[config.mk]
export PLATFORM = sky130hd
export DESIGN_NAME = counter_cmd_seq
export DESIGN_NICKNAME = d
export VERILOG_FILES = /design/src/rtl/counter_cmd_seq.sv
export SDC_FILE = /design/constraint.sdc
export NUM_CORES = 1
export LEC_CHECK = 0
export CORE_MARGIN = 2
export CORE_UTILIZATION = 54
export DETAILED_ROUTE_END_ITERATION = 6
export HOLD_SLACK_MARGIN = 0.1
export PLACE_DENSITY = 0.77
export SLEW_MARGIN = 20
export SYNTH_ARGS = -nofsm -noshare
export SYNTH_HDL_FRONTEND = slang
export SYNTH_SLANG_ARGS = --single-unit
[constraint.sdc]
create_clock -name clock -period 1.51 [get_ports clock]
set_clock_uncertainty 0.2 [all_clocks]
set_input_delay 0.302 -clock clock [delete_from_list [all_inputs] [get_ports clock]]
set_output_delay 0.302 -clock clock [all_outputs]
set_load 0.005 [all_outputs]
[src/rtl/counter_cmd_seq.sv]
// rtl/counter_cmd_seq.sv - synchronise, debounce and sequence raw buttons into counter commands
// Optional auto-repeat of held up/down buttons: define COUNTER_CMD_AUTOREPEAT_EN.
module counter_cmd_seq #(
   parameter int WIDTH           = 4,
   parameter int DEBOUNCE_CYCLES = 16,
   parameter int REPEAT_CYCLES   = 64
) (
   input  logic             clock,
   input  logic             reset,
   input  logic             btn_up,
   input  logic             btn_down,
   input  logic             btn_load,
   input  logic [WIDTH-1:0] sw_val,
   output logic             enable,
   output logic             up,
   output logic             load,
   output logic [WIDTH-1:0] cnt_in,
   output logic             busy
);

   localparam int DW = $clog2(DEBOUNCE_CYCLES + 1);
   localparam logic [DW-1:0] DB_LAST = DW'(DEBOUNCE_CYCLES - 1);
   localparam int B_UP   = 0;
   localparam int B_DOWN = 1;
   localparam int B_LOAD = 2;

   typedef enum logic [1:0] {IDLE, PULSE, HOLD} state_t;
   typedef enum logic [1:0] {CMD_UP, CMD_DOWN, CMD_LOAD} cmd_t;

   if (DEBOUNCE_CYCLES < 2 || DEBOUNCE_CYCLES > 65535 || REPEAT_CYCLES < 1) begin : g_param_check
      $error("counter_cmd_seq: DEBOUNCE_CYCLES or REPEAT_CYCLES out of range");
   end

   state_t           state, state_nxt;
   cmd_t             cmd_q;
   logic [2:0]       btn_s1, btn_s2, btn_deb, btn_deb_d, btn_rise;
   logic [WIDTH-1:0] sw_s1, sw_s2, cnt_in_q;
   logic             up_q;
   logic             take_cmd;
   logic             rep_fire;

   always_ff @(posedge clock or negedge reset) begin
      if (!reset) begin
         btn_s1    <= '0;
         btn_s2    <= '0;
         sw_s1     <= '0;
         sw_s2     <= '0;
         btn_deb_d <= '0;
      end else begin
         btn_s1    <= {btn_load, btn_down, btn_up};
         btn_s2    <= btn_s1;
         sw_s1     <= sw_val;
         sw_s2     <= sw_s1;
         btn_deb_d <= btn_deb;
      end
   end

   // The level only flips after DEBOUNCE_CYCLES consecutive differing samples.
   for (genvar i = 0; i < 3; i++) begin : g_db
      logic          deb_q;
      logic [DW-1:0] cnt_q;

      always_ff @(posedge clock or negedge reset) begin
         if (!reset) begin
            deb_q <= 1'b0;
            cnt_q <= '0;
         end else if (btn_s2[i] == deb_q) begin
            cnt_q <= '0;
         end else if (cnt_q == DB_LAST) begin
            deb_q <= btn_s2[i];
            cnt_q <= '0;
         end else begin
            cnt_q <= cnt_q + DW'(1);
         end
      end

      assign btn_deb[i] = deb_q;
   end

   assign btn_rise = btn_deb & ~btn_deb_d;
   assign take_cmd = (state == IDLE) && (btn_rise != 3'b000);

`ifdef COUNTER_CMD_AUTOREPEAT_EN
   localparam int RW = $clog2(REPEAT_CYCLES + 1);
   localparam logic [RW-1:0] REP_LAST = RW'(REPEAT_CYCLES - 1);

   logic [RW-1:0] rep_cnt;
   logic          rep_ok;

   assign rep_ok   = (state == HOLD) && ((btn_deb == 3'b001) || (btn_deb == 3'b010));
   assign rep_fire = rep_ok && (rep_cnt == REP_LAST);

   always_ff @(posedge clock or negedge reset) begin
      if (!reset) begin
         rep_cnt <= '0;
      end else if (!rep_ok || rep_fire) begin
         rep_cnt <= '0;
      end else begin
         rep_cnt <= rep_cnt + RW'(1);
      end
   end
`else
   assign rep_fire = 1'b0;
`endif

   always_ff @(posedge clock or negedge reset) begin
      if (!reset) begin
         state <= IDLE;
      end else begin
         state <= state_nxt;
      end
   end

   // Command, direction and load value are latched on the edge that enters PULSE,
   // so the counter sees the new direction in the same cycle as the pulse.
   always_ff @(posedge clock or negedge reset) begin
      if (!reset) begin
         cmd_q    <= CMD_UP;
         up_q     <= 1'b1;
         cnt_in_q <= '0;
      end else if (take_cmd) begin
         if (btn_rise[B_LOAD]) begin
            cmd_q    <= CMD_LOAD;
            cnt_in_q <= sw_s2;
         end else if (btn_rise[B_UP]) begin
            cmd_q <= CMD_UP;
            up_q  <= 1'b1;
         end else begin
            cmd_q <= CMD_DOWN;
            up_q  <= 1'b0;
         end
      end else if (rep_fire) begin
         up_q <= btn_deb[B_UP];
      end
   end

   always_comb begin
      state_nxt = state;
      enable    = 1'b0;
      load      = 1'b0;
      busy      = 1'b1;
      case (state)
         IDLE: begin
            busy = 1'b0;
            if (btn_rise != 3'b000) begin
               state_nxt = PULSE;
            end
         end
         PULSE: begin
            enable    = (cmd_q != CMD_LOAD);
            load      = (cmd_q == CMD_LOAD);
            state_nxt = HOLD;
         end
         HOLD: begin
            enable = rep_fire;
            if (btn_deb == 3'b000) begin
               state_nxt = IDLE;
            end
         end
         default: begin
            state_nxt = IDLE;
         end
      endcase
   end

   assign up     = up_q;
   assign cnt_in = cnt_in_q;

endmodule

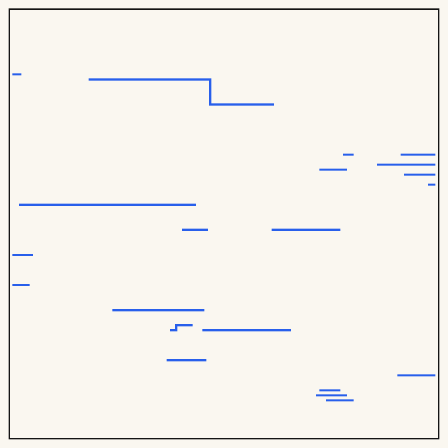
Figure 1: run 1, M3 wires.
main direction = horizontal
longest straight run = 23.7 um
met3 GRT Util: 0.06920
Via Count: 983
drt total wl: 2672 um

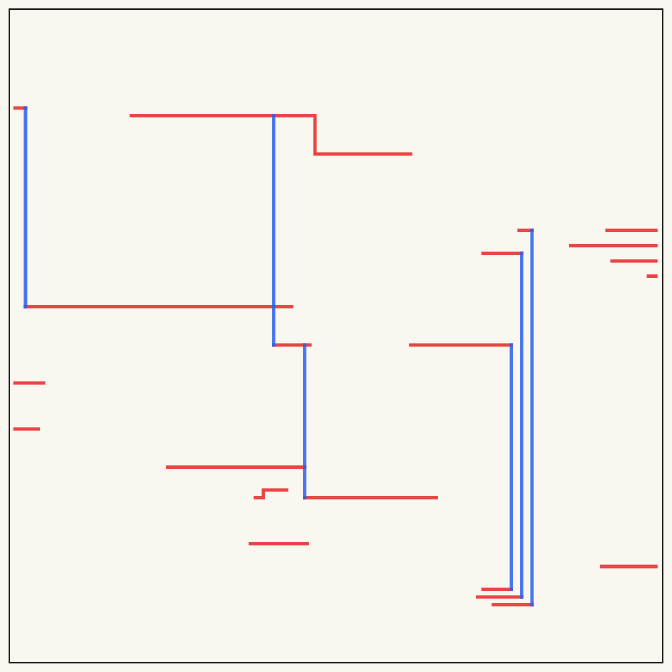
Figure 2: run 1, routed metal, one colour a layer.
Only two layers are drawn.
metal 3 -> red  # wire length 138 um
metal 4 -> blue  # wire length 137 um
WL per Instance: 14.29 um
GRT Util Overall: 0.1807

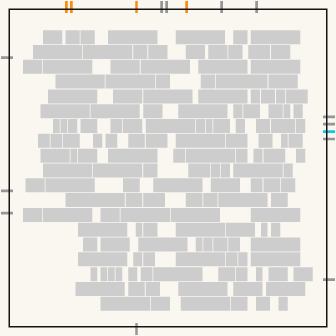
Figure 3: run 1, ports around the boundary.
Pins as bars across the die edge, other pins in grey.
enable -> cyan  # pins 1, direction output, edge right
sw_val -> orange  # pins 4, direction input, edge top
all pins by edge = 8 top, 5 right, 3 left, 1 bottom
port buffer count: 16
Die Y: 58.03 um

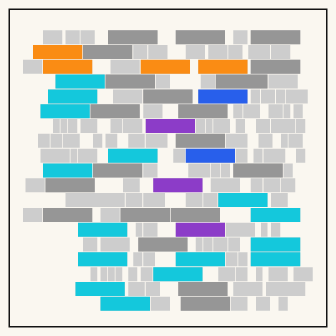
Figure 4: run 1, where the registers sit.
Other sequential cells in the stronger grey, the rest of the logic in the fainter grey.
state -> blue  # sequential cells 2
sw_s1 -> orange  # sequential cells 4
btn_deb_d -> purple  # sequential cells 3
g_db.cnt_q -> cyan  # sequential cells 15
not coloured = 20
Flop+latch power: 1.25 mW
Seq area share: 0.5392
Sequential Area: 1102 sq um
final core utilization: 0.7414

-- run 1: cells by family (layout without fill, tap and decap cells) --
kind of cell | Yosys count | after routing | synth area share
flip-flops | 44 | 44 | 0.6992
AND-OR/OR-AND | 14 | 14 | 0.05317
AND/OR/NAND/NOR | 33 | 33 | 0.1143
adder cells (fa/ha/maj) | 3 | 3 | 0.02381
buffers and inverters | 4 | 46 | 0.009521
XOR/XNOR | 9 | 9 | 0.05000
multiplexers | 7 | 7 | 0.05000
-- run 1: timing repair --
action                                  CTS  global route
hold buffers                              1             0
resized                                  32            12
endpoints found under the setup margin   12            16
hold endpoints to repair                 44             0
pin swaps                                 1             5
setup buffers                             3             6
-- run 1: where the power goes --
| group | leakage, nW | switching, mW | total, mW | internal [mW] |
|---|---|---|---|---|
| Clock | 0.0422 | 0.343 | 0.690 | 0.347 |
| Sequential | 0.571 | 0.0258 | 1.25 | 1.22 |
| Combinational | 0.405 | 0.0533 | 0.117 | 0.0633 |
| Total | 1.02 | 0.422 | 2.05 | 1.63 |
-- run 1: worst min-delay path by stage --
stage | start | end | slack [ps] | cells past startpoint
after detailed placement | reset | g_db[2].cnt_q[3]$_DFF_PN0_ | 90 | 2
after global placement | reset | g_db[2].cnt_q[1]$_DFF_PN0_ | 90 | 2
after CTS | sw_val[0] | sw_s1[0]$_DFF_PN0_ | 160 | 1
final | btn_s1[1]$_DFF_PN0_ | btn_s2[1]$_DFF_PN0_ | 150 | 0
after global routing | sw_val[2] | sw_s1[2]$_DFF_PN0_ | 160 | 1
after floorplan | reset | btn_deb_d[0]$_DFF_PN0_ | -190 | 0
-- run 1: cell type report --
cell class	instances	area [sq um]
well taps	31	38.79
fillers	187	713.2
clock inverters	2	35.03
clock buffers	6	41.29
repair buffers	34	292.8
multi-input cells	66	519.2
flip-flops and latches	44	1102
inverters	4	15.01
-- run 1: routing by layer --
| layer | track usage | wire length, um | up-vias |
|---|---|---|---|
| met5 | 0 | 0 | - |
| li1 | - | - | 466 |
| met1 | 0.2009 | 1023 | 481 |
| met3 | 0.06920 | 137 | 13 |
| met2 | 0.3003 | 1373 | 23 |
| met4 | 0.09635 | 137 | 0 |
-- run 1: sequential cells by signal, indices dropped and copies added (netlist names), 2 cells and up --
register    count
btn_s1          3
state           2
btn_s2          3
cnt_in          4
cmd_q           2
g_db.deb_q      3
sw_s1           4
g_db.cnt_q     15
btn_deb_d       3
sw_s2           4
-- run 1: stage by stage --
| stage | hold WS [ps] | std cells | utilization |
|---|---|---|---|
| CTS | 156.9 | 181 | 0.7123 |
| finish | 153.7 | 187 | 0.7414 |
| global route | 160.1 | 187 | 0.7414 |
| floorplan | -193.6 | 114 | - |
| global placement | 87.72 | 169 | 0.6683 |
| detailed placement | 93.54 | 169 | 0.6683 |
==> changes_impl.md, run 1 <==
### Changed

- Status: complete, but fails checks
- Failing checks: setup timing
- CTS clk-pin slew, worst paths: 120 ps
- # IOs: 17
- Ant diodes: 0
- Power, Total: 2.054 mW
- Worst setup SP type: register
- CP max FO: 3
- FMAX: 560.1 MHz
- Area after DPL: 1843 sq um
- Crit path required time: 1010 ps
- Core area: 2758 sq um
- Top-area cell type share of the netlist area: 0.6825
- Maximum vdd drop: 0.0008650 V
- Internal reg-to-reg setup slack: -90 ps
- Avg Inst Size Synth: 13.83 sq um
- Area contributors post-synth: dfrtp_1 68%, mux2_2 5.0%, xor2_1 5.0%
- Setup WS post-layout: -275.4 ps
- Cell Type Count: 23
- First-pass GRT wire length: 4312 um
- Seq/Total Area, Yosys: 0.6992
- RSZ-0062 raised after global routing: yes
- DR iter-0 viols: 25
- Critical-path top delay cell: dfrtp_1
- Nets: 167
- Cycle use final: 1.182
- Hpwl dp: 1704 um
- Finish-stage setup viols: 7
- Area delta synth->final: 29.68%
- Pre-CTS WS: -317.6 ps
- Share of cells above drive strength 1: 0.3333
- R2r endpoint: cnt_in[1]$_DFFE_PN0P_
- Count leader, synth: dfrtp_1
- Leakage: 1.018 nW
- CP Depth: 3
- Deepest level of the CTS H-tree: 2
- Vias/cell: 5.257
- Ys Warns: 0
- Number of enable flip-flop cells: 0
- Top cells by count: 43 x dfrtp_1, 11 x nor2_1, 9 x xor2_1, 7 x mux2_2, 7 x o21ai_0
- Root buf cell: clkbuf_4
- CP peak stage delay: 400 ps
- Initial Util: 0.5717
- Syn nets: 126
- Dominant Register Cell: dfrtp_1
- Top Family by Delay on Critical Path: simple AND/OR/NAND/NOR gates
- Top Layout Cells: 43 x dfrtp_1, 14 x buf_4, 9 x xor2_1, 9 x nor2_1, 7 x clkdlybuf4s50_1
- Die width: 58.03 um
- Fin Setup TNS: -1009 ps
- GPL Wtd Cong: 0.7341
- Cell count in the Yosys report: 114
- Crit end category: primary output
Figure 5. Track usage over the die (run 1).
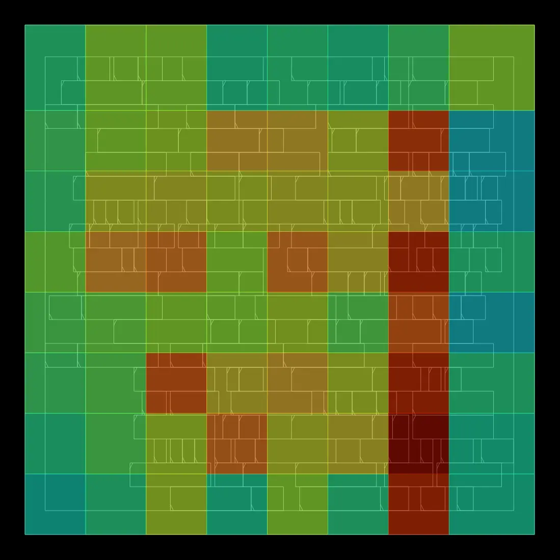

--- run 2 (diff from run 1) ---
--- a/config.mk
+++ b/config.mk
@@ -6,10 +6,10 @@
 export NUM_CORES = 1
 export LEC_CHECK = 0
 export CORE_MARGIN = 2
-export CORE_UTILIZATION = 54
+export CORE_UTILIZATION = 52
 export DETAILED_ROUTE_END_ITERATION = 6
 export HOLD_SLACK_MARGIN = 0.1
-export PLACE_DENSITY = 0.77
+export PLACE_DENSITY = 0.74
 export SLEW_MARGIN = 20
 export SYNTH_ARGS = -nofsm -noshare
 export SYNTH_HDL_FRONTEND = slang
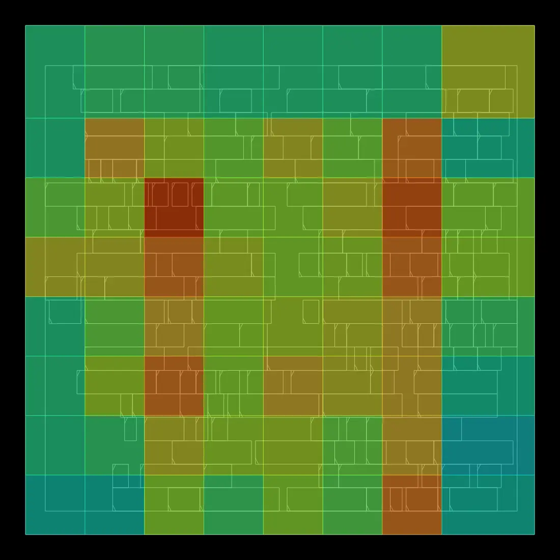
Figure 6: run 2, track usage over the die.
met2 usage: 0.2683
final core utilization: 0.7284

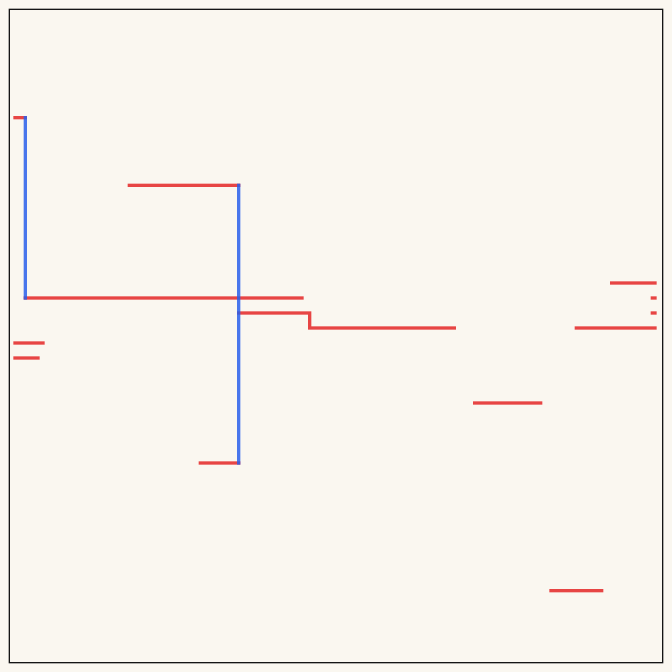
Figure 7: run 2, routed metal, one colour a layer.
Only two layers are drawn.
metal 4 -> blue  # wire length 41.5 um
metal 3 -> red  # wire length 86.9 um
WL per Instance: 13.40 um
GRT Util Overall: 0.1702

==> changes_impl.md, run 2 <==
### Changed

- Status: complete, but fails checks
- Failing checks: setup timing
- Number of enable flip-flop cells: 0
- Critical-path top delay cell: dfrtp_1
- Nets: 168
- Top Family by Delay on Critical Path: simple AND/OR/NAND/NOR gates
- Max FFs per register: 15
- Internal power: 1.682 mW
- Worst setup SP type: register
- Psw: 450.0 uW
- FMAX: 557.3 MHz
- Cell count in the Yosys report: 114
- Ys Warns: 0
- Synth area leader: dfrtp_1
- Core area: 2829 sq um
- Area after DPL: 1851 sq um
- Via Count: 950
- Syn nets: 126
- Initial Util: 0.5573
- Clock share of power: 0.361
- Hpwl dp: 1580 um
- Drt total wl: 2520 um
- Crit path required time: 1010 ps
- GPL Wtd Cong: 0.7781
- Port buffer count: 16
- Count leader, synth: dfrtp_1
- CTS clk-pin slew, worst paths: 120 ps
- Avg Inst Size Synth: 13.83 sq um
- Top-area cell type share of the netlist area: 0.6825
- Cell Type Count: 23
- Seq/Total Area, Yosys: 0.6992
- Vias/cell: 5.053
- Dominant Register Cell: dfrtp_1
- Top cells by count: 43 x dfrtp_1, 11 x nor2_1, 9 x xor2_1, 7 x mux2_2, 7 x o21ai_0
- Vias in the first global route: 993
- Finish-stage setup viols: 7
- Deepest level of the CTS H-tree: 2
- # IOs: 17
- Reg power frac: 0.584
- Maximum vdd drop: 0.0008196 V
- Leakage: 1.034 nW
- Pre-CTS WS: -339.6 ps
- Comb power frac: 0.055
- Crit end category: primary output
- Setup WS post-layout: -284.2 ps
- Fillers: 197
- Area delta synth->final: 30.71%
- Top reg by flops: g_db.cnt_q
- CP max FO: 3
- Top Layout Cells: 43 x dfrtp_1, 14 x buf_4, 10 x nor2_1, 9 x xor2_1, 7 x clkdlybuf4s50_1
- First-pass GRT wire length: 4319 um
- Root buf cell: clkbuf_4
- Ant diodes: 0
- Area contributors post-synth: dfrtp_1 68%, mux2_2 5.0%, xor2_1 5.0%
- Switching Share: 0.2111
- RSZ-0062 raised after global routing: yes
- CP peak stage delay: 400 ps
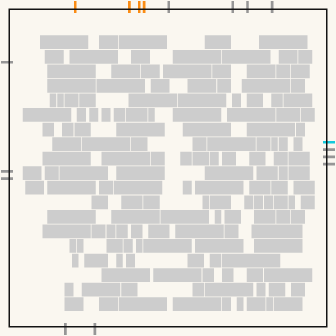
Figure 8: run 2, ports around the boundary.
Pins as bars across the die edge, other pins in grey.
enable -> cyan  # pins 1, direction output, edge right
sw_val -> orange  # pins 4, direction input, edge top
Die Y: 59.06 um
die width: 59.06 um

[run 2: cell counts after synthesis]
No cell type changed its count.
[run 2: layout make-up]
cell class / count / area, sq um / area share
clock buffer: 6 / 51.30 / 0.02489
clock inverter: 2 / 38.79 / 0.01882
inverter: 4 / 15.01 / 0.007286
multi-input combinational: 66 / 504.2 / 0.2447
sequential: 44 / 1102 / 0.5349
tap: 31 / 38.79 / 0.01882
timing repair buffer: 35 / 310.3 / 0.1506
[run 2: final timing paths]
check	slack [ps]	cells after the start	endpoint	from
worst max-delay path	-280	3	load	state[1]$_DFFE_PN0P_
worst min-delay path	160	0	btn_s2[2]$_DFF_PN0_	btn_s1[2]$_DFF_PN0_
worst max register to register	-210	7	cnt_in[3]$_DFFE_PN0P_	state[1]$_DFFE_PN0P_
worst min register to register	160	0	btn_s2[2]$_DFF_PN0_	btn_s1[2]$_DFF_PN0_
max in group asynchronous	620	3	up$_DFFE_PN1P_	reset
min in group asynchronous	230	3	btn_s2[0]$_DFF_PN0_	reset
[run 2: cell families after synthesis]
| group | count (synthesis) | share of synthesized area |
|---|---|---|
| flip-flops | 44 | 0.6992 |
| AND/OR/NAND/NOR | 33 | 0.1143 |
| AND-OR/OR-AND | 14 | 0.05317 |
| XOR/XNOR | 9 | 0.05000 |
| multiplexers | 7 | 0.05000 |
| buffers and inverters | 4 | 0.009521 |
| adder cells (fa/ha/maj) | 3 | 0.02381 |
[run 2: layer usage]
layer  part of all wire  global-route usage
met5                  0                   0
met4              0.016             0.08766
met3              0.034             0.04585
met2               0.48              0.2683
met1               0.47              0.2166
[run 2: metrics by stage]
step / total power [mW] / TNS [ps] / cells / utilization / hold slack, ps
3_3_place_gp: 1.364 / -568.1 / 170 / 0.6541 / 88.18
3_5_place_dp: 1.371 / -829.5 / 170 / 0.6541 / 96.84
5_1_grt: 2.214 / -2071 / 188 / 0.7284 / 149.5
6_report: 2.132 / -1549 / 188 / 0.7284 / 163.2
4_1_cts: 2.142 / -1671 / 184 / 0.7085 / 157.5
2_1_floorplan: 1.300 / 0 / 114 / - / -193.6
[run 2: repair_timing]
action                                 CTS  global route
endpoints found under the hold margin   44             0
setup buffers                            5             4
hold buffers                             1             0
setup endpoints to repair               13            17
pin swaps                                3             5
resized                                 36             8
[run 2: power groups by stage]
stage	combinational [mW]	sequential [mW]	clock [mW]
finish	0.116	1.25	0.770
global route	0.136	1.25	0.827
CTS	0.112	1.24	0.785
detailed placement	0.103	1.27	0
global placement	0.0997	1.26	0
floorplan	0.0371	1.26	0
Figure 9. M3 wires (run 2).
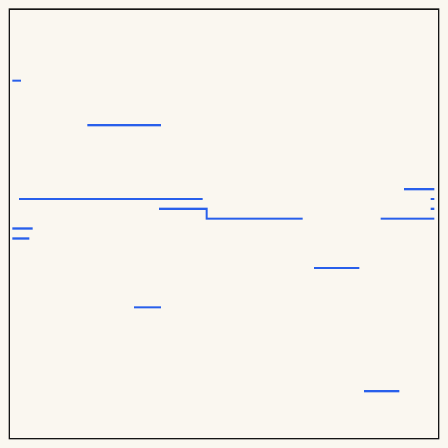

--- run 3 (diff from run 2) ---
--- a/config.mk
+++ b/config.mk
@@ -5,8 +5,10 @@
 export SDC_FILE = /design/constraint.sdc
 export NUM_CORES = 1
 export LEC_CHECK = 0
+export CORE_ASPECT_RATIO = 0.6
 export CORE_MARGIN = 2
 export CORE_UTILIZATION = 52
+export CTS_CLUSTER_SIZE = 24
 export DETAILED_ROUTE_END_ITERATION = 6
 export HOLD_SLACK_MARGIN = 0.1
 export PLACE_DENSITY = 0.74
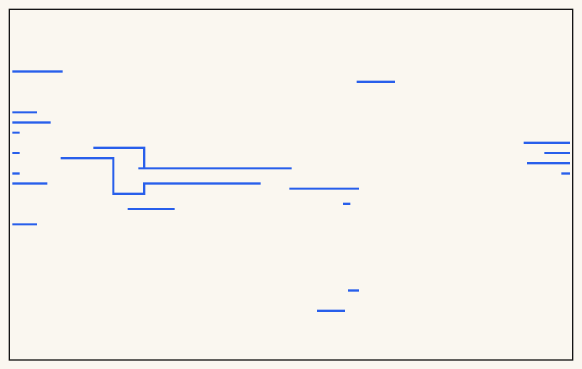
Figure 10: run 3, M3 wires.
wire length on this layer = 126 um
main direction = horizontal
Via Count: 952
met3 GRT Util: 0.06127
drt total wl: 2752 um

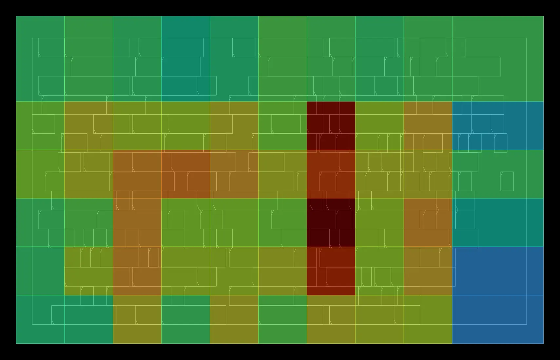
Figure 11: run 3, track usage over the die.
grt met1 use: 0.2256
met2 usage: 0.2895
final core utilization: 0.7159

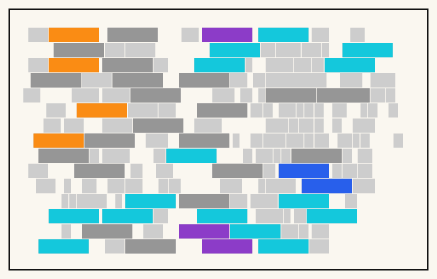
Figure 12: run 3, where the registers sit.
Other sequential cells in the stronger grey, the rest of the logic in the fainter grey.
state -> blue  # sequential cells 2
btn_deb_d -> purple  # sequential cells 3
sw_s1 -> orange  # sequential cells 4
g_db.cnt_q -> cyan  # sequential cells 15
Seq area share: 0.5362

==> changes_impl.md, run 3 <==
### Changed

- Reg power frac: 0.536
- Switching Share: 0.1980
- Initial Util: 0.5490
- Top cells by count: 43 x dfrtp_1, 11 x nor2_1, 9 x xor2_1, 7 x mux2_2, 7 x o21ai_0
- Fillers: 183
- Mux share: 0.05000
- Status: complete, but fails checks
- Root buf cell: clkbuf_8
- Cycle use final: 1.140
- Ant diodes: 0
- FMAX: 580.8 MHz
- Crit end category: primary output
- Number of enable flip-flop cells: 0
- Worst setup SP type: register
- RSZ-0062 raised after global routing: yes
- Sequential Area: 1102 sq um
- Share of cells above drive strength 1: 0.3072
- Top-area cell type share of the netlist area: 0.6825
- Clock share of power: 0.414
- Ys Warns: 0
- Internal power: 1.865 mW
- Failing checks: setup timing
- Crit path required time: 1010 ps
- WL per Instance: 14.11 um
- Fin Setup TNS: -867.8 ps
- GPL Wtd Cong: 0.8070
- Synth area leader: dfrtp_1
- Area contributors post-synth: dfrtp_1 68%, mux2_2 5.0%, xor2_1 5.0%
- Vias/cell: 4.882
- Critical-path top delay cell: dfrtp_1
- Setup WS post-layout: -211.7 ps
- Dominant Register Cell: dfrtp_1
- MI comb area: 506.7 sq um
- Finish-stage setup viols: 7
- Hold slack final: 152.4 ps
- Hpwl dp: 1789 um
- Seq/Total Area, Yosys: 0.6992
- Top Layout Cells: 43 x dfrtp_1, 12 x buf_4, 10 x nor2_1, 9 x xor2_1
- Xor/xnor share: 0.05000
- DR iter-0 viols: 38
- Cell Type Count: 23
- CP max FO: 3
- Core area: 2872 sq um
## run 3: cell count changes in the layout (fill, tap and decap cells not counted), sizes merged
| cell | delta |
|---|---|
| dlygate4sd2 | +4 |
| clkdlybuf4s15 | -4 |
| clkbuf | +2 |
| clkinv | -1 |
| buf | -5 |
## run 3: cells by family (layout without fill, tap and decap cells)
group / Yosys count / in the layout
AOI/OAI and AO/OA: 14 / 14
xor gates and xnor gates: 9 / 9
adders and majority gates: 3 / 3
buffers and inverters: 4 / 43
DFF: 44 / 44
muxes: 7 / 7
and+or+nand+nor: 33 / 33
## run 3: routing by layer
layer  vias up  global-route usage  part of all wire
li1        455                   -                 -
met1       468              0.2256              0.44
met2        22              0.2895              0.49
met3         7             0.06127             0.045
met4         0             0.09643             0.019
met5         -                   0                 0
## run 3: power by group through the flow
| stage | sequential, mW | combinational [mW] | clock, mW |
|---|---|---|---|
| detailed placement | 1.27 | 0.104 | 0 |
| CTS | 1.25 | 0.111 | 0.976 |
| global route | 1.25 | 0.132 | 1.02 |
| floorplan | 1.26 | 0.0371 | 0 |
| finish | 1.25 | 0.116 | 0.962 |
| global placement | 1.26 | 0.100 | 0 |
## run 3: area by class of cell
| cell class | count | share of cell area |
|---|---|---|
| timing repair buffer | 31 | 0.1229 |
| inverter | 4 | 0.007304 |
| clock buffer | 7 | 0.04687 |
| tap | 42 | 0.02556 |
| clock inverter | 1 | 0.01461 |
| multi-input combinational | 66 | 0.2465 |
| sequential | 44 | 0.5362 |
## run 3: timing repair
item	4_1_cts	5_1_grt
buffers inserted	2	2
setup endpoints to repair	12	17
hold buffers	1	0
gates cloned	0	0
pin swaps	2	5
endpoints found under the hold margin	43	0
gates resized	24	11
## run 3: final timing paths
check | from | end | slack, ps | depth (start not counted)
setup / recovery | state[0]$_DFFE_PN0P_ | load | -210 | 3
hold / removal | sw_s1[3]$_DFF_PN0_ | sw_s2[3]$_DFF_PN0_ | 150 | 0
setup reg to reg | state[0]$_DFFE_PN0P_ | cnt_in[0]$_DFFE_PN0P_ | -100 | 6
hold reg to reg | sw_s1[3]$_DFF_PN0_ | sw_s2[3]$_DFF_PN0_ | 150 | 0
max in group asynchronous | reset | btn_deb_d[1]$_DFF_PN0_ | 380 | 3
min in group asynchronous | reset | cnt_in[0]$_DFFE_PN0P_ | 220 | 2
## run 3: metrics by stage
stage                     power [mW]  worst slack [ps]
after detailed placement       1.372            -307.3
after floorplan                1.300             126.9
after global routing           2.404            -288.2
final                          2.326            -211.7
after global placement         1.365            -280.7
after CTS                      2.333            -219.4
Power is estimated from default activity; no workload was simulated.
